File: src/rtl/id_ex_register_pkg.sv
// Shared pipeline definitions for the ID/EX register: default widths, NOP ALU op,
// the all-zero bubble control vector and a saturating counter helper.
package id_ex_register_pkg;

  localparam int DEF_DATA_W     = 32;
  localparam int DEF_REG_ADDR_W = 5;
  localparam int DEF_ALUOP_W    = 3;
  localparam int CTRL_FLAGS_W   = 6;

  localparam logic [DEF_ALUOP_W-1:0]  ALU_OP_NOP  = 3'b000;
  localparam logic [CTRL_FLAGS_W-1:0] BUBBLE_CTRL = 6'b000000;

  function automatic logic [15:0] sat_inc16(input logic [15:0] v);
    return (v == 16'hFFFF) ? v : v + 16'd1;
  endfunction

endpackage

File: src/rtl/id_ex_register_pipe_reg.sv
// Generic W-bit pipeline register: synchronous reset to zero, synchronous clear to
// CLR_VAL, and load enable, with priority rst > clr > en.
module id_ex_register_pipe_reg #(
  parameter int             W       = 1,
  parameter logic [W-1:0]   CLR_VAL = '0
) (
  input  logic         clk,
  input  logic         rst,
  input  logic         clr,
  input  logic         en,
  input  logic [W-1:0] d,
  output logic [W-1:0] q
);

  logic [W-1:0] q_d;
  logic [W-1:0] q_q;

  // next-state selection: clear beats enable, otherwise hold
  always_comb begin
    q_d = q_q;
    if (clr) begin
      q_d = CLR_VAL;
    end else if (en) begin
      q_d = d;
    end else begin
      q_d = q_q;
    end
  end

  // state register with synchronous reset
  always_ff @(posedge clk) begin
    if (rst) begin
      q_q <= '0;
    end else begin
      q_q <= q_d;
    end
  end

  assign q = q_q;

endmodule

File: src/rtl/id_ex_register.sv
// ID/EX pipeline register with hold, flush (bubble insert) and a per-entry valid bit.
// Optional bubble counter output enabled by defining IDEX_BUBBLE_CNT_EN.
module id_ex_register
  import id_ex_register_pkg::*;
#(
  parameter int DATA_W     = DEF_DATA_W,
  parameter int REG_ADDR_W = DEF_REG_ADDR_W,
  parameter int ALUOP_W    = DEF_ALUOP_W
) (
  input  logic                  clk,
  input  logic                  reset,
  input  logic                  en,
  input  logic                  flush,
  input  logic                  valid_in,
  input  logic                  reg_dst_in,
  input  logic                  alu_src_in,
  input  logic                  mem_read_in,
  input  logic                  mem_write_in,
  input  logic                  reg_write_in,
  input  logic                  mem_to_reg_in,
  input  logic [ALUOP_W-1:0]    alu_op_in,
  input  logic [DATA_W-1:0]     pc_plus4_in,
  input  logic [DATA_W-1:0]     rd_data1_in,
  input  logic [DATA_W-1:0]     rd_data2_in,
  input  logic [DATA_W-1:0]     imm_ext_in,
  input  logic [REG_ADDR_W-1:0] rs_in,
  input  logic [REG_ADDR_W-1:0] rt_in,
  input  logic [REG_ADDR_W-1:0] rd_in,
  output logic                  ex_reg_dst,
  output logic                  ex_alu_src,
  output logic                  ex_mem_read,
  output logic                  ex_mem_write,
  output logic                  ex_reg_write,
  output logic                  ex_mem_to_reg,
  output logic [ALUOP_W-1:0]    ex_alu_op,
  output logic [DATA_W-1:0]     ex_pc_plus4,
  output logic [DATA_W-1:0]     ex_rd_data1,
  output logic [DATA_W-1:0]     ex_rd_data2,
  output logic [DATA_W-1:0]     ex_imm_ext,
  output logic [REG_ADDR_W-1:0] ex_rs,
  output logic [REG_ADDR_W-1:0] ex_rt,
  output logic [REG_ADDR_W-1:0] ex_rd,
`ifdef IDEX_BUBBLE_CNT_EN
  output logic [15:0]           bubble_count,
`endif
  output logic                  ex_valid
);

  localparam int CTRL_W = CTRL_FLAGS_W + ALUOP_W + 1;
  localparam int DBUS_W = 4 * DATA_W + 3 * REG_ADDR_W;
  localparam logic [CTRL_W-1:0] CTRL_BUBBLE = {BUBBLE_CTRL, ALUOP_W'(ALU_OP_NOP), 1'b0};

  logic [CTRL_W-1:0] ctrl_in;
  logic [CTRL_W-1:0] ctrl_out;
  logic [DBUS_W-1:0] dbus_in;
  logic [DBUS_W-1:0] dbus_out;

  assign ctrl_in = {reg_dst_in, alu_src_in, mem_read_in, mem_write_in, reg_write_in,
                    mem_to_reg_in, alu_op_in, valid_in};
  assign dbus_in = {pc_plus4_in, rd_data1_in, rd_data2_in, imm_ext_in, rs_in, rt_in, rd_in};

  id_ex_register_pipe_reg #(.W(CTRL_W), .CLR_VAL(CTRL_BUBBLE)) u_ctrl_reg (
    .clk (clk),
    .rst (reset),
    .clr (flush),
    .en  (en),
    .d   (ctrl_in),
    .q   (ctrl_out)
  );

  // data fields still load on a flush so a bubble's payload is deterministic
  id_ex_register_pipe_reg #(.W(DBUS_W), .CLR_VAL('0)) u_data_reg (
    .clk (clk),
    .rst (reset),
    .clr (1'b0),
    .en  (en | flush),
    .d   (dbus_in),
    .q   (dbus_out)
  );

  assign {ex_reg_dst, ex_alu_src, ex_mem_read, ex_mem_write, ex_reg_write,
          ex_mem_to_reg, ex_alu_op, ex_valid} = ctrl_out;
  assign {ex_pc_plus4, ex_rd_data1, ex_rd_data2, ex_imm_ext, ex_rs, ex_rt, ex_rd} = dbus_out;

`ifdef IDEX_BUBBLE_CNT_EN
  logic        bubble_edge;
  logic [15:0] bubble_count_d;
  logic [15:0] bubble_count_q;

  // a bubble is captured on a flush or on a load of a non-valid entry; holds never count
  always_comb begin
    bubble_edge    = flush | (en & ~valid_in);
    bubble_count_d = bubble_count_q;
    if (bubble_edge) begin
      bubble_count_d = sat_inc16(bubble_count_q);
    end else begin
      bubble_count_d = bubble_count_q;
    end
  end

  // bubble counter state
  always_ff @(posedge clk) begin
    if (reset) begin
      bubble_count_q <= 16'd0;
    end else begin
      bubble_count_q <= bubble_count_d;
    end
  end

  assign bubble_count = bubble_count_q;
`endif

endmodule

File: config.mk
export PLATFORM = sky130hd
export DESIGN_NAME = id_ex_register
export DESIGN_NICKNAME = d
export VERILOG_FILES = /design/src/rtl/id_ex_register_pkg.sv /design/src/rtl/id_ex_register_pipe_reg.sv /design/src/rtl/id_ex_register.sv
export SDC_FILE = /design/constraint.sdc
export NUM_CORES = 1
export LEC_CHECK = 0
export CAP_MARGIN = 20
export CELL_PAD_IN_SITES_DETAIL_PLACEMENT = 0
export CELL_PAD_IN_SITES_GLOBAL_PLACEMENT = 1
export CORE_ASPECT_RATIO = 1.5
export CORE_MARGIN = 8
export CORE_UTILIZATION = 28
export CTS_CLUSTER_SIZE = 12
export DETAILED_ROUTE_END_ITERATION = 10
export PLACE_DENSITY_LB_ADDON = 0.2
export SLEW_MARGIN = 20
export SYNTH_ARGS = -nofsm -noshare
export SYNTH_HDL_FRONTEND = slang
export SYNTH_HIERARCHICAL = 1
export SYNTH_SLANG_ARGS = --single-unit
File: constraint.sdc
create_clock -name clk -period 1.8 [get_ports clk]
set_clock_uncertainty 0.2 [all_clocks]
set_input_delay 0.27 -clock clk [delete_from_list [all_inputs] [get_ports clk]]
set_output_delay 0.27 -clock clk [all_outputs]
set_load 0.02 [all_outputs]
Figure 1. Floorplan with the power grid.
Scale bar: 50 um. Pins as bars on the die edge. Tap cells in gray.
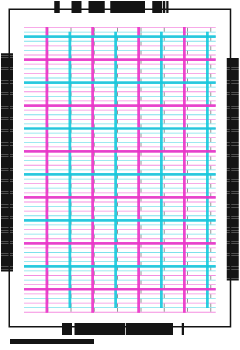
net	color
VSS	magenta
VDD	cyan
tap cells	256
signal pins	310
met1 rails	63
met4 straps	8
rows	62
worst-case vdd ir drop: 0.4999 mV
die extent in y: 187.1 um
Core ar.: 19,160 sq um
Die Wd: 130.1 um

Figure 2. Placed cells, one color a class.
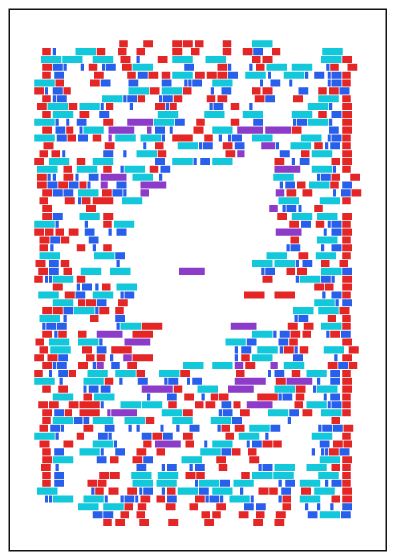
class	color	cells	share of their area
clock drivers and dummy loads	purple	32	6.5%
combinational and other logic	blue	310	24%
flops	cyan	153	34%
other buffers and delay cells	red	332	36%

==> notes.org <==
#+TITLE: Implementation results

** Clock tree
- Buffers inserted to repair hold after CTS numbered 0.
- Clock H-tree levels :: 4
- In this run the deepest clock path goes through 2 buffers.
- On the worst setup and hold paths after CTS, the clock-pin slew comes to roughly 0.060 ns.
- The clock drives about 150 sinks.

** Pwr
- The power report puts the leakage power at 0.004938 uW.
- Power density over cell area :: between 800 and 900 nW/um^2

** Routing
- Number of detailed-route iterations in the first pass :: 4
- Post-detailed-route wirelength per cell :: about 17 um
- DR vias/cell :: around 4.3
- The detailed router placed between 4k and 5k vias in this run.

** Logic synthesis
- Summed over all instances, the cell type with the most area after synthesis is sky130_fd_sc_hd__dfxtp_1.
- Chip Area, Yosys :: approximately 5500 sq um
- MUX share of area :: 0.2801
- The number of cells reported by Yosys stat comes to about 500.
- Post-synth seq share :: 0.5602
- The number of nets handed over by synthesis was approximately 650.
- Fraction of synthesized cell area in xor and xnor cells :: 0
- Each instance of the synthesized netlist takes up on average approximately 11 sq um.
- Of the post-synthesis cell area, the dominant cell type holds 0.5602.

** GRT
- Overall track demand over capacity in global routing :: 0.1485
- Via count of the first global-routing pass :: just over 5k
- For this run the aggregate overflow at the end of global routing stands at 0.

** STA
- The highest clock rate this design can be run at is 619.1 MHz.
- Setup repair after global routing missed its margin :: false

** Placement
- Routability-driven placement finished with a final weighted congestion of between 0.7 and 0.8.
- Pre-CTS worst setup slack :: -0.08345 ns

** Cells and area
- The final report lists a non-filler cell total of ~1.1k.
- In the final design database the tool counted 971 nets.
- The final report gives the core utilization as 0.4862.
- Share of post-route cells with drive strength above 1 :: 0.06651
- Area growth from synthesis to layout :: 70.39%
- Most used logic cell in the final layout :: sky130_fd_sc_hd__clkdlybuf4s50_1

** Setup path
- Buffers plus inverters on the worst setup path :: 1
- Ordered list of cells on the worst path :: dlygate4sd2_1
- In this design, the largest share of critical-path delay is due to buffers and inverters.
- Looking at the setup timing report, the critical path kind is reg2out.
- Crit path DRT :: between 1 and 1.5 ns
- On the critical path the data arrives at 1.15 ns.
- STA lists the maximum fanout along the critical path as 2.

** Floorplan
- Pin placement for this block handled approximately 310 I/O pins.

** Min path
- Worst hold path type :: in2reg

** Run status
- Run status :: completed

** Run
- The number of maximum-capacitance violations recorded for the run is 0.
Figure 3. Routed clock nets over the placement.
Scale bar: 50 um.
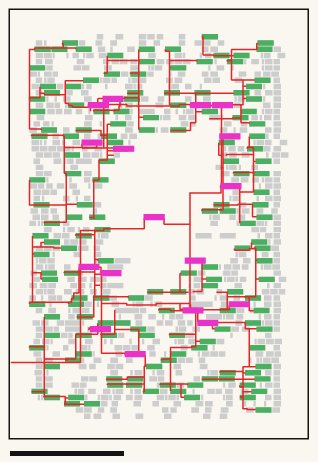
[clock drivers] magenta | count: 17
[flip-flops] green | count: 153
[clock wires] red | length: 1,980 um
flops lie	spread over the die
routed clock nets	18
P_clk: 3530 uW
clock insertion delay at the later pin of the skew report: 0.42 ns
relative contribution of the clock network to total power: 0.424

-- cell usage after synthesis --
library cell	instances
sky130_fd_sc_hd__clkbuf_1	7
sky130_fd_sc_hd__nor2_1	153
sky130_fd_sc_hd__mux2i_1	153
sky130_fd_sc_hd__or2_0	1
sky130_fd_sc_hd__dfxtp_1	153
sky130_fd_sc_hd__or2_1	2
sky130_fd_sc_hd__buf_2	8
sky130_fd_sc_hd__buf_4	1
sky130_fd_sc_hd__buf_6	18
sky130_fd_sc_hd__conb_1	1
-- cell type report --
class / count / area (sq um) / area share
clock inverter: 12 / 138.9 / 0.01491
timing repair buffer: 332 / 3212 / 0.3447
sequential: 153 / 3063 / 0.3288
antenna: 1 / 2.502 / 0.0002686
multi-input combinational: 310 / 2133 / 0.2290
tap: 256 / 320.3 / 0.03438
clock buffer: 20 / 446.7 / 0.04795
-- final timing paths --
| kind | startpoint | endpoint | slack (ns) | cells past startpoint |
|---|---|---|---|---|
| worst max-delay path | u_data_reg/q[47] | ex_rd_data2[0] | 0.18 | 1 |
| worst min-delay path | imm_ext_in[5] | u_data_reg/q[20] | 0.26 | 3 |
| worst max register to register | u_ctrl_reg/q[5] | u_ctrl_reg/q[5] | 0.95 | 2 |
| worst min register to register | u_data_reg/q[102] | u_data_reg/q[102] | 0.28 | 2 |
-- worst reg2reg max path, stage by stage (launching register included) --
cell                      delay (ns)
sky130_fd_sc_hd__dfxtp_1        0.31
sky130_fd_sc_hd__mux2i_1        0.14
sky130_fd_sc_hd__nor2_1         0.06
-- registers in the layout (all words and copies together), names as in the netlist --
name	flops
u_data_reg/q	143
u_ctrl_reg/q	10
-- per-layer routing --
layer / track usage / vias up / part of all wire
met5: 0 / - / 0
met3: 0.08248 / 28 / 0.13
met1: 0.1423 / 2087 / 0.37
met4: 0.06057 / 0 / 0.027
met2: 0.2547 / 222 / 0.48
li1: - / 2270 / -
-- through the flow --
stage	cell area, sq um	power (uW)
final	9316	8327
after global routing	9316	8710
after CTS	9314	8497
after detailed placement	8920	4985
after global placement	8920	4965
after floorplan	5468	4244
-- kinds of logic after synthesis --
family,after synthesis
buffers and inverters,34
other,1
DFF,153
muxes,153
and+or+nand+nor,156
-- where the power goes --
group | switching, uW | internal [uW]
Clock | 1440 | 2100
Combinational | 541 | 667
Sequential | 62.8 | 3520
Total | 2040 | 6290
-- what timing repair did --
item,in CTS,in global routing
setup endpoints to repair,153,0
gates resized,153,0
setup buffers,0,0
Power is estimated from default activity; no workload was simulated.
